[config.mk]
export PLATFORM = sky130hd
export DESIGN_NAME = bcd_field_editor_flat
export DESIGN_NICKNAME = d
export VERILOG_FILES = /design/src/rtl/bcd_field_editor_pkg.sv /design/src/rtl/bcd_field_editor_if.sv /design/src/rtl/bcd_field_editor_step.sv /design/src/rtl/bcd_field_editor.sv /design/src/flat_wrapper.sv
export SDC_FILE = /design/constraint.sdc
export NUM_CORES = 1
export LEC_CHECK = 0
export CAP_MARGIN = 20
export CORE_ASPECT_RATIO = 0.6
export CORE_MARGIN = 1.5
export CORE_UTILIZATION = 50
export CTS_CLUSTER_SIZE = 24
export DETAILED_ROUTE_END_ITERATION = 8
export DONT_BUFFER_PORTS = 1
export PLACE_DENSITY = 0.75
export SLEW_MARGIN = 20
export SYNTH_ARGS = -nofsm -noshare
export SYNTH_HDL_FRONTEND = slang
export SYNTH_HIERARCHICAL = 1
export SYNTH_SLANG_ARGS = --single-unit
[constraint.sdc]
create_clock -name clk -period 4.65 [get_ports clk]
set_clock_uncertainty 0.15 [all_clocks]
set_input_delay 1.395 -clock clk [delete_from_list [all_inputs] [get_ports clk]]
set_output_delay 1.395 -clock clk [all_outputs]
set_load 0.005 [all_outputs]
[src/rtl/bcd_field_editor_pkg.sv]
// Shared definitions for the BCD field editor: button FSM encodings, step direction and BCD constants.
package bcd_field_editor_pkg;

    typedef enum logic [1:0] {
        ST_IDLE   = 2'd0,
        ST_ARM_UP = 2'd1,
        ST_ARM_DN = 2'd2,
        ST_BLOCK  = 2'd3
    } state_t;

    typedef enum logic {
        DIR_DN = 1'b0,
        DIR_UP = 1'b1
    } dir_t;

    localparam logic [7:0] BCD_ZERO     = 8'h00;
    localparam logic [3:0] BCD_ONES_MAX = 4'h9;

endpackage

[src/rtl/bcd_field_editor_if.sv]
// Button/value bus between the debounced button logic (master) and the field editor (slave).
interface bcd_field_editor_if #(
    parameter int NUM_FIELDS = 3,
    parameter int SEL_W      = 2
);
    logic                    edit_en;
    logic                    btn_up;
    logic                    btn_down;
    logic [SEL_W-1:0]        field_sel;
    logic [8*NUM_FIELDS-1:0] load_val;
    logic [8*NUM_FIELDS-1:0] val_out;
    logic                    step_pulse;

    modport master (
        output edit_en, btn_up, btn_down, field_sel, load_val,
        input  val_out, step_pulse
    );

    modport slave (
        input  edit_en, btn_up, btn_down, field_sel, load_val,
        output val_out, step_pulse
    );
endinterface

[src/rtl/bcd_field_editor_step.sv]
// Combinational BCD step unit: next value of one 2-digit BCD field for an up/down step with wrap at max.
module bcd_field_editor_step
    import bcd_field_editor_pkg::*;
(
    input  logic [7:0] value,
    input  logic [7:0] max,
    input  dir_t       dir,
    output logic [7:0] next_value
);

    always_comb begin
        next_value = value;
        if (dir == DIR_UP) begin
            // Anything at or above the limit (including a bad load) wraps to zero.
            if (value >= max)
                next_value = BCD_ZERO;
            else if (value[3:0] == BCD_ONES_MAX)
                next_value = {value[7:4] + 4'd1, 4'd0};
            else
                next_value = {value[7:4], value[3:0] + 4'd1};
        end else begin
            if ((value > max) || (value == BCD_ZERO))
                next_value = max;
            else if (value[3:0] == 4'd0)
                next_value = {value[7:4] - 4'd1, BCD_ONES_MAX};
            else
                next_value = {value[7:4], value[3:0] - 4'd1};
        end
    end

endmodule

[src/rtl/bcd_field_editor.sv]
// Edits NUM_FIELDS packed BCD fields with release-triggered up/down buttons; tracks load_val when idle.
// Optional hold-to-repeat stepping is enabled by defining AUTOREPEAT_EN.
module bcd_field_editor
    import bcd_field_editor_pkg::*;
#(
    parameter int                      NUM_FIELDS   = 3,
    parameter int                      SEL_W        = 2,
    parameter logic [8*NUM_FIELDS-1:0] FIELD_MAX    = {8'h23, 8'h59, 8'h59},
    parameter int                      REPEAT_DELAY = 50_000_000,
    parameter int                      REPEAT_RATE  = 10_000_000
) (
    input  logic               clk,
    input  logic               reset,
    bcd_field_editor_if.slave  bus
);

    localparam int            SEL_SLOTS = 1 << SEL_W;
    localparam int            VAL_W     = 8 * NUM_FIELDS;
    localparam logic [SEL_W:0] NUM_FIELDS_CMP = (SEL_W + 1)'(NUM_FIELDS);

    if ((NUM_FIELDS > SEL_SLOTS) || (REPEAT_DELAY < 1) || (REPEAT_RATE < 1)) begin : g_bad_cfg
        $error("bcd_field_editor: invalid parameter set");
    end

    state_t            state_reg, state_next;
    logic [VAL_W-1:0]  val_reg, val_next;
    logic              pulse_reg, pulse_next;

    logic [7:0]        field_cur [SEL_SLOTS];
    logic [7:0]        field_max [SEL_SLOTS];
    logic [7:0]        sel_value, sel_max, step_value;
    logic [VAL_W-1:0]  val_stepped;
    dir_t              step_dir;
    logic              step_req, step_fire, sel_valid;
    logic              repeat_tick, release_ok;

    // Slots past NUM_FIELDS read as zero; sel_valid keeps them from ever being written.
    for (genvar gi = 0; gi < SEL_SLOTS; gi++) begin : g_field_mux
        if (gi < NUM_FIELDS) begin : g_real
            assign field_cur[gi] = val_reg[8*gi +: 8];
            assign field_max[gi] = FIELD_MAX[8*gi +: 8];
        end else begin : g_pad
            assign field_cur[gi] = BCD_ZERO;
            assign field_max[gi] = BCD_ZERO;
        end
    end

    assign sel_valid = ({1'b0, bus.field_sel} < NUM_FIELDS_CMP);
    assign sel_value = field_cur[bus.field_sel];
    assign sel_max   = field_max[bus.field_sel];
    assign step_fire = step_req && sel_valid;

    bcd_field_editor_step u_bcd_step (
        .value      (sel_value),
        .max        (sel_max),
        .dir        (step_dir),
        .next_value (step_value)
    );

    for (genvar gi = 0; gi < NUM_FIELDS; gi++) begin : g_field_demux
        assign val_stepped[8*gi +: 8] = (step_fire && (bus.field_sel == SEL_W'(gi)))
                                        ? step_value : val_reg[8*gi +: 8];
    end

`ifdef AUTOREPEAT_EN
    localparam int HOLD_MAX = (REPEAT_DELAY > REPEAT_RATE) ? REPEAT_DELAY : REPEAT_RATE;
    localparam int HOLD_W   = $clog2(HOLD_MAX + 1);

    logic [HOLD_W-1:0] hold_cnt_reg, hold_cnt_next;
    logic              repeated_reg, repeated_next;
    logic              hold_active;

    assign hold_active = bus.edit_en &&
                         (((state_reg == ST_ARM_UP) && bus.btn_up && !bus.btn_down) ||
                          ((state_reg == ST_ARM_DN) && bus.btn_down && !bus.btn_up));
    assign repeat_tick = hold_active &&
                         (repeated_reg ? (hold_cnt_reg == HOLD_W'(REPEAT_RATE - 1))
                                       : (hold_cnt_reg == HOLD_W'(REPEAT_DELAY - 1)));
    // Once a repeat has fired, the release belongs to that hold and adds no step.
    assign release_ok  = !repeated_reg;

    always_comb begin
        hold_cnt_next = '0;
        repeated_next = 1'b0;
        if (hold_active) begin
            repeated_next = repeated_reg;
            if (repeat_tick) begin
                hold_cnt_next = '0;
                repeated_next = 1'b1;
            end else begin
                hold_cnt_next = hold_cnt_reg + 1'b1;
            end
        end
    end

    always_ff @(posedge clk or negedge reset) begin
        if (!reset) begin
            hold_cnt_reg <= '0;
            repeated_reg <= 1'b0;
        end else begin
            hold_cnt_reg <= hold_cnt_next;
            repeated_reg <= repeated_next;
        end
    end
`else
    assign repeat_tick = 1'b0;
    assign release_ok  = 1'b1;
`endif

    always_comb begin
        state_next = state_reg;
        step_req   = 1'b0;
        step_dir   = DIR_UP;
        if (!bus.edit_en) begin
            state_next = ST_IDLE;
        end else begin
            case (state_reg)
                ST_IDLE: begin
                    if (bus.btn_up && !bus.btn_down)
                        state_next = ST_ARM_UP;
                    else if (bus.btn_down && !bus.btn_up)
                        state_next = ST_ARM_DN;
                    else if (bus.btn_up && bus.btn_down)
                        state_next = ST_BLOCK;
                end
                ST_ARM_UP: begin
                    step_dir = DIR_UP;
                    if (bus.btn_down) begin
                        state_next = ST_BLOCK;
                    end else if (!bus.btn_up) begin
                        state_next = ST_IDLE;
                        step_req   = release_ok;
                    end else begin
                        step_req   = repeat_tick;
                    end
                end
                ST_ARM_DN: begin
                    step_dir = DIR_DN;
                    if (bus.btn_up) begin
                        state_next = ST_BLOCK;
                    end else if (!bus.btn_down) begin
                        state_next = ST_IDLE;
                        step_req   = release_ok;
                    end else begin
                        step_req   = repeat_tick;
                    end
                end
                ST_BLOCK: begin
                    if (!bus.btn_up && !bus.btn_down)
                        state_next = ST_IDLE;
                end
                default: state_next = ST_IDLE;
            endcase
        end
    end

    always_comb begin
        val_next   = val_reg;
        pulse_next = 1'b0;
        if (!bus.edit_en) begin
            val_next = bus.load_val;
        end else if (step_fire) begin
            val_next   = val_stepped;
            pulse_next = 1'b1;
        end
    end

    always_ff @(posedge clk or negedge reset) begin
        if (!reset) begin
            state_reg <= ST_IDLE;
            val_reg   <= '0;
            pulse_reg <= 1'b0;
        end else begin
            state_reg <= state_next;
            val_reg   <= val_next;
            pulse_reg <= pulse_next;
        end
    end

    assign bus.val_out    = val_reg;
    assign bus.step_pulse = pulse_reg;

endmodule
[src/flat_wrapper.sv]
// flat-port wrapper written by rule: the top's interface ports become plain ports
module bcd_field_editor_flat import bcd_field_editor_pkg::*;
#(
    parameter int                      NUM_FIELDS   = 3,
    parameter int                      SEL_W        = 2,
    parameter logic [8*NUM_FIELDS-1:0] FIELD_MAX    = {8'h23, 8'h59, 8'h59},
    parameter int                      REPEAT_DELAY = 50_000_000,
    parameter int                      REPEAT_RATE  = 10_000_000
)
  (clk, reset, bus_edit_en, bus_btn_up, bus_btn_down, bus_field_sel, bus_load_val, bus_val_out, bus_step_pulse);
  bcd_field_editor_if #(.NUM_FIELDS(NUM_FIELDS), .SEL_W(SEL_W)) bus_i ();
  input  logic clk;
  input  logic reset;
  input wire logic [$bits(bus_i.edit_en)-1:0] bus_edit_en;
  input wire logic [$bits(bus_i.btn_up)-1:0] bus_btn_up;
  input wire logic [$bits(bus_i.btn_down)-1:0] bus_btn_down;
  input wire logic [$bits(bus_i.field_sel)-1:0] bus_field_sel;
  input wire logic [$bits(bus_i.load_val)-1:0] bus_load_val;
  output wire logic [$bits(bus_i.val_out)-1:0] bus_val_out;
  output wire logic [$bits(bus_i.step_pulse)-1:0] bus_step_pulse;
  assign bus_i.edit_en = bus_edit_en;
  assign bus_i.btn_up = bus_btn_up;
  assign bus_i.btn_down = bus_btn_down;
  assign bus_i.field_sel = bus_field_sel;
  assign bus_i.load_val = bus_load_val;
  assign bus_val_out = bus_i.val_out;
  assign bus_step_pulse = bus_i.step_pulse;
  bcd_field_editor #(.NUM_FIELDS(NUM_FIELDS), .SEL_W(SEL_W), .FIELD_MAX(FIELD_MAX), .REPEAT_DELAY(REPEAT_DELAY), .REPEAT_RATE(REPEAT_RATE)) u_core (.clk(clk), .reset(reset), .bus(bus_i));
endmodule
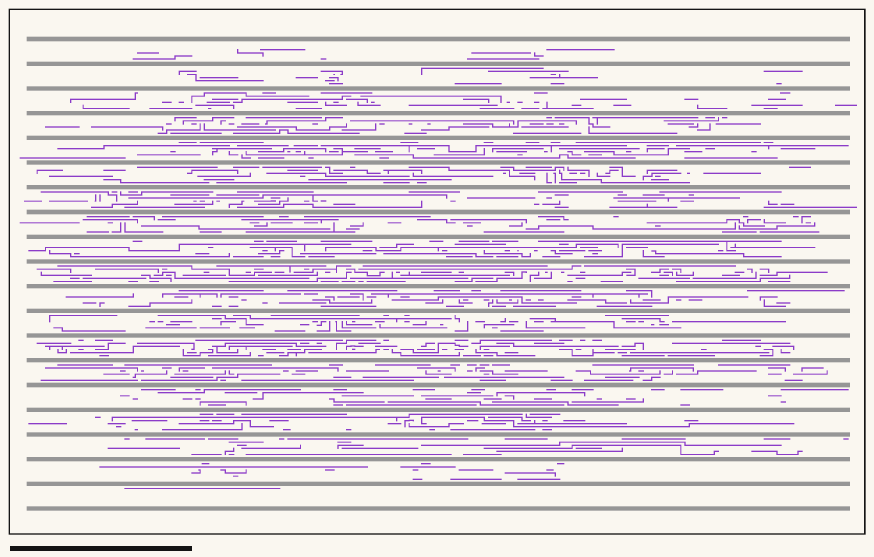
Figure 1: the metal 1 layer.
Scale bar: 20 µm. Supply wires on this layer in grey.
nets with wire on the layer: 320
wire length on this layer: 3510 µm
aggregate routed wire length: 7.47 mm
met1 Use GR: 0.437
Vias: 2465

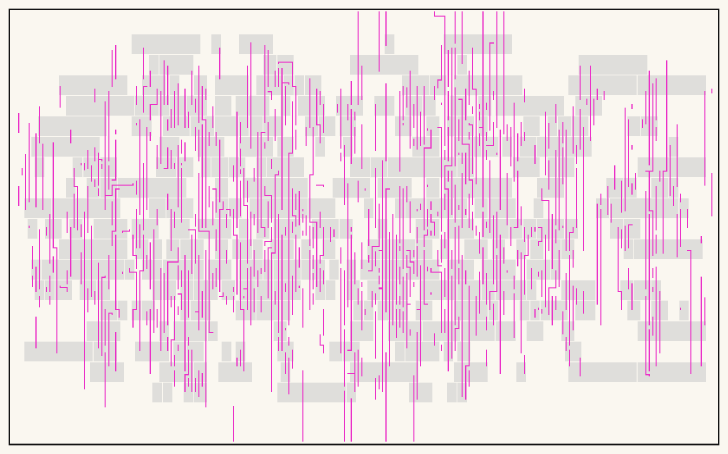
Figure 2: met2 routing.
Cells faint in the background.
wire length on this layer: 2960 µm
nets with wire on the layer: 292
main direction: vertical

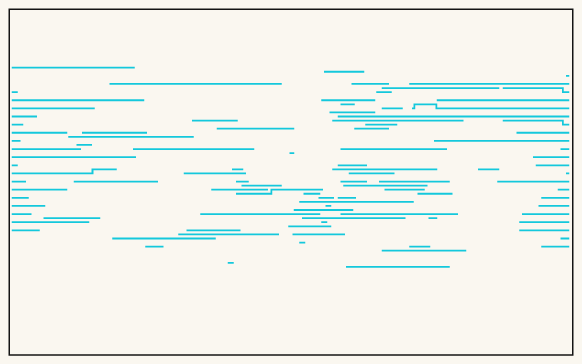
Figure 3: M3 wires.
share of all routed wire: 12%
wire length on this layer: 933 µm

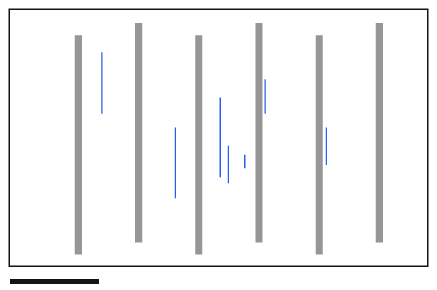
Figure 4: metal 4.
Scale bar: 20 µm. Supply wires on this layer in grey.
main direction: vertical
longest straight run: 17.7 µm

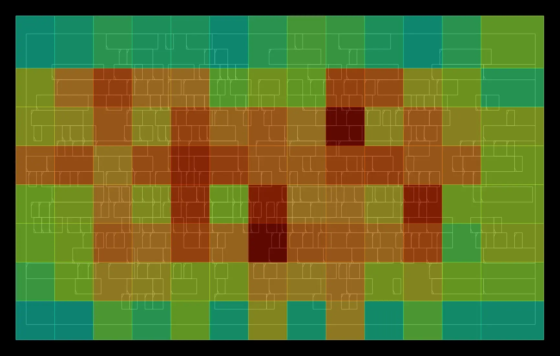
Figure 5: routing congestion.
met3 track demand over resource: 0.0813
global route hottest layer: met1
met2 usage: 0.407
GRT Util Overall: 0.288

==> results.yml <==
# flow metrics
run_status:
  status: "complete, no violations"
critical_path:
  cp_slowest_cell: "ha_1"
  r2r_start: "u_core/bus.val_out[3]"
  r2r_end: "u_core/bus.val_out[22]"
  startpoint: "bus_field_sel[0]"
floorplan:
  die_w_um: 94.0
  initCoreUtil: 0.530
  dieArea_um2: 5410
sta:
  rsz0062_at_grt: "no"
  finalSetupTns_ns: 0
  fin_crit_sh: 0.869
place:
  routabilityCongestion: 0.932
  dp_hpwl_mm: 5.70
yosys:
  synth.avg_cell_area_um2: 8.09
  ys_sh_aoi: 0.252
  xor_share: 0.0212
  synth.top_cell.area_share: 0.272
  synth_flops: 27
  synthArstFlopShare: 1.00
  synth-edff-count: 0
finish:
  lay_top_count: "nor2_1"
power:
  ir_drop_uv: 184
  power_mw: 0.785
global_routing:
  grt_pass1_vias: 2249
clock_tree:
  insertion_delay_ns: 0.30
  clock-sinks: 27
[final cells by class]
class                   count  area [µm²]
well taps                  63        78.8
clock buffers               3        41.3
multi-input cells         247        1640
inverters                  18        67.6
flip-flops and latches     27         676
clock inverters             1        7.51
fillers                   438        2110
repair buffers              8        60.1
[routing by layer]
metal / share of wire / vias to the layer above
met1: 0.47 / 1172
li1: - / 1118
met3: 0.12 / 15
met4: 0.0098 / 0
met2: 0.40 / 160
met5: 0 / -
[critical path: cells and delay by family]
family,cells,cell delay [ns]
compound gates,4,1.27
simple gates,7,0.84
fa+ha+maj,1,0.43
buf+inv,1,0.16
[report_power, final]
part | switching (mW) | internal (mW)
combinational | 0.211 | 0.133
sequential | 0.0301 | 0.259
clock | 0.0907 | 0.0614
total | 0.332 | 0.454
Power is estimated from default activity; no workload was simulated.
